Port wiring:
Bar = 20 um.
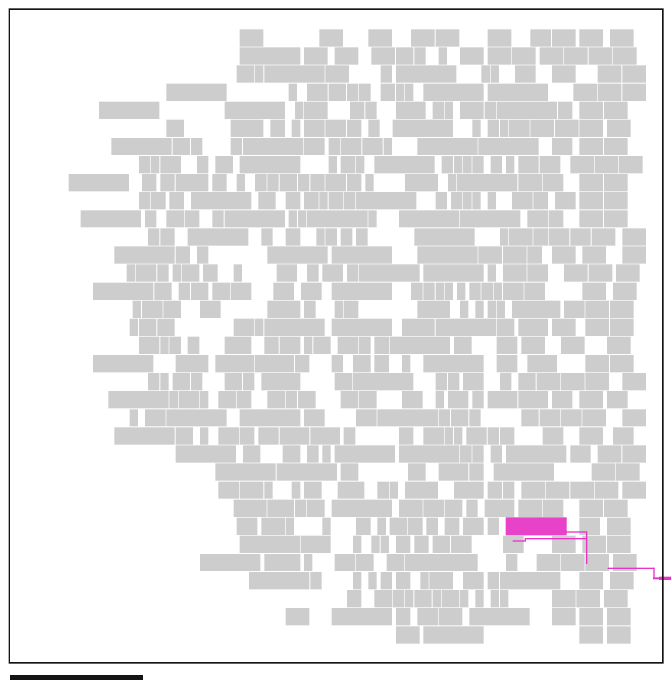
Cell classes on the final placement:
Fill, decap, tap and diode cells in gray.
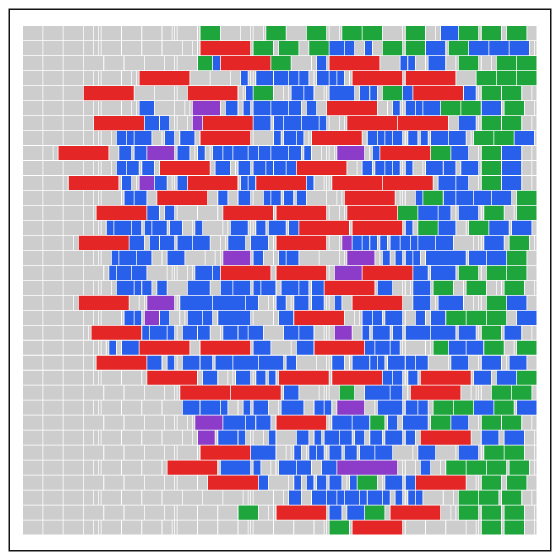
Power grid:
Bar = 20 um. Pins as bars on the die edge. Tap cells in gray.
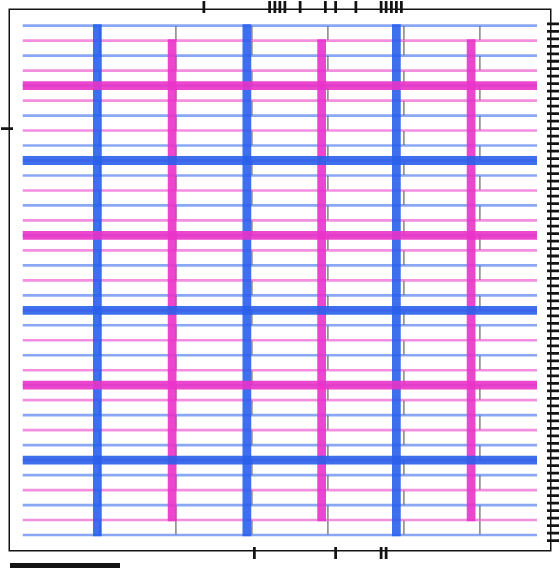
Cell placement:
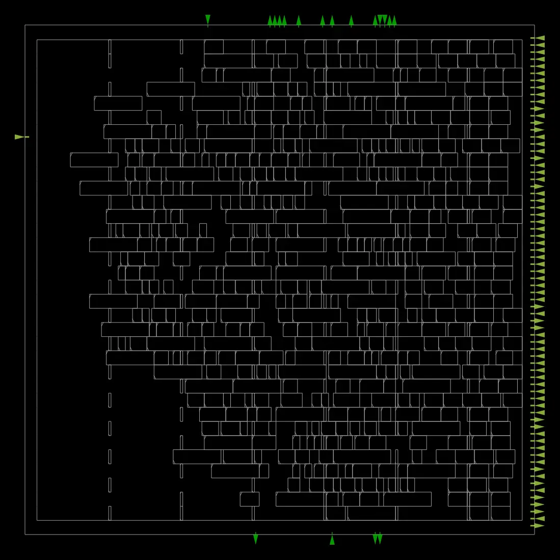
`src/rtl/signature_test_sequencer.sv`:
```
// Two-phase signature self-test sequencer: clears the DUT, sweeps its stimulus,
// compacts its outputs into a per-phase signature and reports a pass/fail verdict.
module signature_test_sequencer #(
    parameter int STIM_W      = 8,
    parameter int CLR_CYCLES  = 2,
    parameter int DUT_LATENCY = 0
) (
    input  logic                clk_i,
    input  logic                clear_i,
    input  logic                start_i,
    input  logic [STIM_W-1:0]   seed_a_i,
    input  logic [STIM_W-1:0]   seed_b_i,
    input  logic [2*STIM_W-1:0] golden_a_i,
    input  logic [2*STIM_W-1:0] golden_b_i,
    input  logic [STIM_W-1:0]   dut_out_i,
    output logic                dut_clear_o,
    output logic [STIM_W-1:0]   stimulus_o,
    output logic [2*STIM_W-1:0] signature_o,
    output logic                busy_o,
    output logic                done_o,
    output logic                pass_o,
    output logic [1:0]          fail_phase_o
);

    // state   | meaning
    // S_IDLE  | waiting for start after reset
    // S_CLR   | DUT held in clear, stimulus and signature zeroed
    // S_RUN   | stimulus sweeps 0..max, one value per cycle
    // S_DRAIN | waiting for the last DUT outputs to emerge from its pipeline
    // S_CHECK | signature compared against the golden value of the phase
    // S_DONE  | verdict valid, waiting for the next start
    typedef enum logic [2:0] {S_IDLE, S_CLR, S_RUN, S_DRAIN, S_CHECK, S_DONE} state_t;

    localparam int SIG_W = 2 * STIM_W;
    localparam int CNT_W = 32;
    localparam logic [CNT_W-1:0] CLR_LOAD   = CNT_W'(CLR_CYCLES - 1);
    localparam logic [CNT_W-1:0] RUN_LOAD   = CNT_W'((1 << STIM_W) - 1);
    localparam logic [CNT_W-1:0] DRAIN_LOAD = CNT_W'((DUT_LATENCY > 0) ? DUT_LATENCY - 1 : 0);
    localparam logic [STIM_W-1:0] STIM_MAX  = {STIM_W{1'b1}};

    state_t             state_q, state_d;
    logic               phase_q, phase_d;
    logic [CNT_W-1:0]   cnt_q, cnt_d;
    logic [STIM_W-1:0]  stim_q, stim_d;
    logic [SIG_W-1:0]   sig_q, sig_d;
    logic [1:0]         fail_q, fail_d;
    logic               pass_q, pass_d;

    logic [STIM_W-1:0]  seed;
    logic [SIG_W-1:0]   golden;
    logic [STIM_W-1:0]  sum_lo;
    logic [SIG_W-1:0]   sig_upd;
    logic               run_valid;
    logic               acc_en;

    assign seed      = phase_q ? seed_b_i : seed_a_i;
    assign golden    = phase_q ? golden_b_i : golden_a_i;
    assign run_valid = (state_q == S_RUN);
    assign sum_lo    = sig_q[STIM_W-1:0] + (seed ^ dut_out_i);
    assign sig_upd   = {sig_q[SIG_W-2:STIM_W], sum_lo, sig_q[SIG_W-1]};

    // The accumulate enable follows the stimulus through the DUT pipeline.
    generate
        if (DUT_LATENCY == 0) begin : g_no_lat
            assign acc_en = run_valid;
        end else begin : g_lat
            logic [DUT_LATENCY-1:0] valid_sr_q;
            always_ff @(posedge clk_i or posedge clear_i) begin
                if (clear_i) valid_sr_q <= '0;
                else         valid_sr_q <= (valid_sr_q << 1) | DUT_LATENCY'(run_valid);
            end
            assign acc_en = valid_sr_q[DUT_LATENCY-1];
        end
    endgenerate

    always_ff @(posedge clk_i or posedge clear_i) begin
        if (clear_i) begin
            state_q <= S_IDLE;
            phase_q <= 1'b0;
            cnt_q   <= '0;
            stim_q  <= '0;
            sig_q   <= '0;
            fail_q  <= '0;
            pass_q  <= 1'b0;
        end else begin
            state_q <= state_d;
            phase_q <= phase_d;
            cnt_q   <= cnt_d;
            stim_q  <= stim_d;
            sig_q   <= sig_d;
            fail_q  <= fail_d;
            pass_q  <= pass_d;
        end
    end

    always_comb begin
        state_d = state_q;
        phase_d = phase_q;
        cnt_d   = (cnt_q != '0) ? cnt_q - 1'b1 : cnt_q;
        stim_d  = stim_q;
        sig_d   = acc_en ? sig_upd : sig_q;
        fail_d  = fail_q;
        pass_d  = pass_q;
        case (state_q)
            S_IDLE, S_DONE: begin
                if (start_i) begin
                    state_d = S_CLR;
                    phase_d = 1'b0;
                    cnt_d   = CLR_LOAD;
                    stim_d  = '0;
                    sig_d   = '0;
                    fail_d  = '0;
                    pass_d  = 1'b0;
                end
            end
            S_CLR: begin
                if (cnt_q == '0) begin
                    state_d = S_RUN;
                    cnt_d   = RUN_LOAD;
                end
            end
            S_RUN: begin
                if (stim_q != STIM_MAX) stim_d = stim_q + 1'b1;
                if (cnt_q == '0) begin
                    if (DUT_LATENCY == 0) begin
                        state_d = S_CHECK;
                    end else begin
                        state_d = S_DRAIN;
                        cnt_d   = DRAIN_LOAD;
                    end
                end
            end
            S_DRAIN: begin
                if (cnt_q == '0) state_d = S_CHECK;
            end
            S_CHECK: begin
                if (sig_q != golden) fail_d[phase_q] = 1'b1;
                if (!phase_q) begin
                    state_d = S_CLR;
                    phase_d = 1'b1;
                    cnt_d   = CLR_LOAD;
                    stim_d  = '0;
                    sig_d   = '0;
                end else begin
                    state_d = S_DONE;
                    pass_d  = (fail_d == 2'b00);
                end
            end
            default: state_d = S_IDLE;
        endcase
    end

    assign dut_clear_o  = (state_q == S_CLR);
    assign busy_o       = (state_q == S_CLR) || (state_q == S_RUN) ||
                          (state_q == S_DRAIN) || (state_q == S_CHECK);
    assign done_o       = (state_q == S_DONE);
    assign stimulus_o   = stim_q;
    assign signature_o  = sig_q;
    assign pass_o       = pass_q;
    assign fail_phase_o = fail_q;

endmodule

```
`config.mk`:
```
export PLATFORM = sky130hd
export DESIGN_NAME = signature_test_sequencer
export DESIGN_NICKNAME = d
export VERILOG_FILES = /design/src/rtl/signature_test_sequencer.sv
export SDC_FILE = /design/constraint.sdc
export NUM_CORES = 1
export LEC_CHECK = 0
export CORE_MARGIN = 2
export CORE_UTILIZATION = 45
export CTS_CLUSTER_SIZE = 24
export DETAILED_ROUTE_END_ITERATION = 12
export PLACE_DENSITY = 0.83
export SYNTH_ARGS = -nofsm -noshare
export SYNTH_HDL_FRONTEND = slang
export SYNTH_SLANG_ARGS = --single-unit
```
`constraint.sdc`:
```
create_clock -name clk_i -period 8.15 [get_ports clk_i]
set_clock_uncertainty 0.2 [all_clocks]
set_input_delay 1.63 -clock clk_i [delete_from_list [all_inputs] [get_ports clk_i]]
set_output_delay 1.63 -clock clk_i [all_outputs]
set_load 0.01 [all_outputs]
```
==> git commit body <==
Record implementation results from latest flow run

- Psw: just over 0.6 mW
* Synth Instances: 425
- In the final layout, the share of cells above drive strength 1 is 0.0681.
* Total combinational power: roughly 0.67 mW
* Most frequent cells in the layout: 88 x clkdlybuf4s50_1, 63 x dfrtp_1, 39 x nand2_1
- Detailed-route DRC error count: 0
- The synthesized netlist contains 55 unique library cells.
* Ordered list of cells on the worst path: clkdlybuf4s50_1 > mux2i_1 > xnor2_1 > ha_1 > a21o_1 > a211o_1 > a2111oi_0 > or3_1 > a31oi_1
* Area fraction in mux cells: 0.0698
- Clock group total power: between 0.2 and 0.3 mW
* Post-synthesis chip area from yosys: 0.00398 mm^2
- Cell Area, Synth: 0.00398 mm^2
- Clock tree from TritonCTS: done
* Max H-tree Level: 3
- Data on the critical path is required at its endpoint by ~8.1 ns.
- The overall die size recorded for this design is 0.00961 mm^2.
- Total Routing Usage GR: 0.212
- Fill cells in the final layout number 720.
- The report lists the number of cells resized after CTS as 0.
* CP bufs+invs: 1
- Power consumed by sequential cells: 0.510 mW
- Number of setup buffers added after CTS: 0
* Total tool warning count: 27
* Final routed wire length divided by cell count: 16.2 um
- The setup path with the least slack is of type in2reg.
- Post-route clock period utilization: 0.493
* Largest area class, layout: combinational gates
- Per the summary, power density relative to cell area is between 200 and 300 mW/mm^2.
- Of the total power, the clock network draws 0.186.
* Worst path setup slack after routing: 4.13 ns
- According to the timing report, the critical path is launched from seed_b_i[1].
* Number of signal-net buffers in the layout: 92
- Number of global-route vias before repair: roughly 3.5k
- Syn avg cell area: ~9.4 um^2
- Leakage Power: 2.13 nW
- Looking at the group totals, the largest power group turns out to be combinational logic.
- Sequential cell fraction of total power: 0.353
- The final layout report lists a non-clock inverter count of 9.
- All stages included, the depth of the critical timing path comes to 9.
* Run status: finished, final reports clean
- For reference, the clock transition at the flip-flops on the worst setup and hold paths is 0.08 ns.
* Register-to-register path setup slack: 4.46 ns
- Nets still carrying antenna violations after routing amount to 0.
- Hold analysis lists the worst path endpoint as fail_phase_o[0].
* Dominant delay contributor by cell family on the critical path: AND-OR/OR-AND gates
- Count of flip-flops with a built-in enable after synthesis: 0
- Final TNS setup: 0 ns
* Cell area reported after detailed placement: 0.00494 mm^2
- Counting pins that exceed their max-slew limit in the final report gives 0.
- Multi-In Gates: roughly 330
* Complex-gate fraction of the synthesized area: 0.149
- Worst reg2reg path endpoint: cnt_q[30]
- Depth of the most critical reg-to-reg path: 5
- Number of warnings reported in the yosys synthesis log: 0
* Portion of total power attributed to combinational logic: 0.461
- Post-route worst hold slack: 0.321 ns
- Slowest-stage cell, CP: a2111oi_0
- Total power consumption of the routed design: 1.45 mW
- Before CTS, the worst setup slack after placement is 3.78 ns.
- Fraction of power spent switching nets: 0.424
- The congestion estimate from routability-driven global placement came to between 0.8 and 0.9.
* Total non-filler cell area in the finished layout: just over 0.005 mm^2
* Vias per Instance: 5.71
* HPWL after DPL: ~7400 um
- CTS Buffer Depth: 2
- For this run, asynchronously set or reset flops after synthesis account for 1.00.
- The first global-routing pass estimated 16,700 um of wire.
- Launching element type of the critical path: primary input
* Synthesized Nets: about 500
- Crit end category: register
* Min-delay worst type: reg2reg
- Per the synthesis report, the simple-gate share of the synthesized area is 0.208.
* Critical path peak fanout: 2
* Xor+xnor area frac: 0.106
- Per the finish-stage timing summary, setup violations number 0.
- Starting density of the core: 0.461
- Tmin final: ~4.0 ns
- Hold Path Depth: 2
* Launch point of the worst reg-to-reg path: cnt_q[18]
- Clk tree area frac: 0.0383
- Synthesized-area fraction occupied by adder cells: 0.0396
- According to the timing report, the arrival time at the worst endpoint equals roughly 4.0 ns.
* Multi-input combinational area share: 0.444
- CTS placed an instance of clkbuf_8 at the clock tree root.
* Number of synthesized register bits: approximately 63
* Number of inserted diodes: 0
- The synthesized netlist was found by Yosys to have 425 cells.
- Cell total after placement: 606
## Picture notes: 'port wiring'
Key: magenta = pass_o [bits 1, direction output, edge right, end cells 1, wire 28.6 um]
number of top-level pins: 89
number of buffers added on ports: 88

## Picture notes: 'cell classes on the final placement'
Key: purple = clock drivers and dummy loads [cells 16]; blue = combinational and other logic [cells 343]; green = remaining buffers and delay cells [cells 92]; red = sequential cells [cells 63]
core box area: 0.00864 mm^2
number of standard-cell rows in the floorplan: 34
share of the core filled with cells: 0.594
sequential fraction of total cell area: 0.307

## Picture notes: 'power grid'
Key: magenta = VDD; blue = VSS
6 straps on met4. 35 met1 rails follow the rows. 108 tap cells. The core has 34 rows.
Die Span X: 98.0 um
IR drop worst, VDD: 0.108 mV
Chip Height: 98.0 um

## Picture notes: 'cell placement'
Tapcell Cnt: 108
Seq cells: 63
Post-Layout Cell Count: 622

==> cell usage after synthesis (3+ instances only) <==
cell | number | area, um^2
or3_1 | 12 | 75.1
a21oi_1 | 31 | 155
nor3_1 | 14 | 70.1
o21ai_0 | 19 | 95.1
o31ai_1 | 10 | 75.1
nor2_1 | 30 | 113
nor4b_1 | 3 | 26.3
nand2b_1 | 3 | 18.8
nor2b_1 | 3 | 18.8
a21o_1 | 6 | 45.0
ha_1 | 11 | 138
buf_2 | 3 | 15.0
clkbuf_1 | 11 | 41.3
inv_1 | 8 | 30.0
xnor2_1 | 20 | 175
nand4_1 | 10 | 62.6
buf_4 | 4 | 30.0
xor2_1 | 28 | 245
nand2_1 | 39 | 146
nor4_1 | 7 | 43.8
or2_2 | 3 | 18.8
nor3_4 | 3 | 48.8
nand3_1 | 6 | 30.0
dfrtp_1 | 63 | 1580
o21a_1 | 3 | 22.5
or4_1 | 8 | 60.1
mux2i_1 | 24 | 240
o211ai_1 | 6 | 45.0
a211o_1 | 3 | 26.3
==> worst register-to-register path: stages (launching register included) <==
cell	delay [ns]
dfrtp_1	0.44
nor4_1	0.61
nand4_1	0.73
o311ai_1	1.22
o21ai_0	0.24
a21oi_1	0.18
==> flip-flops by register name, summed over array words and instances (netlist names) <==
register      flops
stimulus_o        8
signature_o      16
cnt_q            32
pass_o            1
phase_q           1
fail_phase_o      2
state_q           3
==> metal layers <==
layer	share of wire	track usage	vias up	wire length, um
met2	0.50	0.379	119	5030
met5	0	0	-	0
li1	-	-	1710	-
met1	0.43	0.254	1704	4310
met3	0.064	0.0501	20	643
met4	0.012	0.0598	0	120
Power and IR drop assume default switching activity.
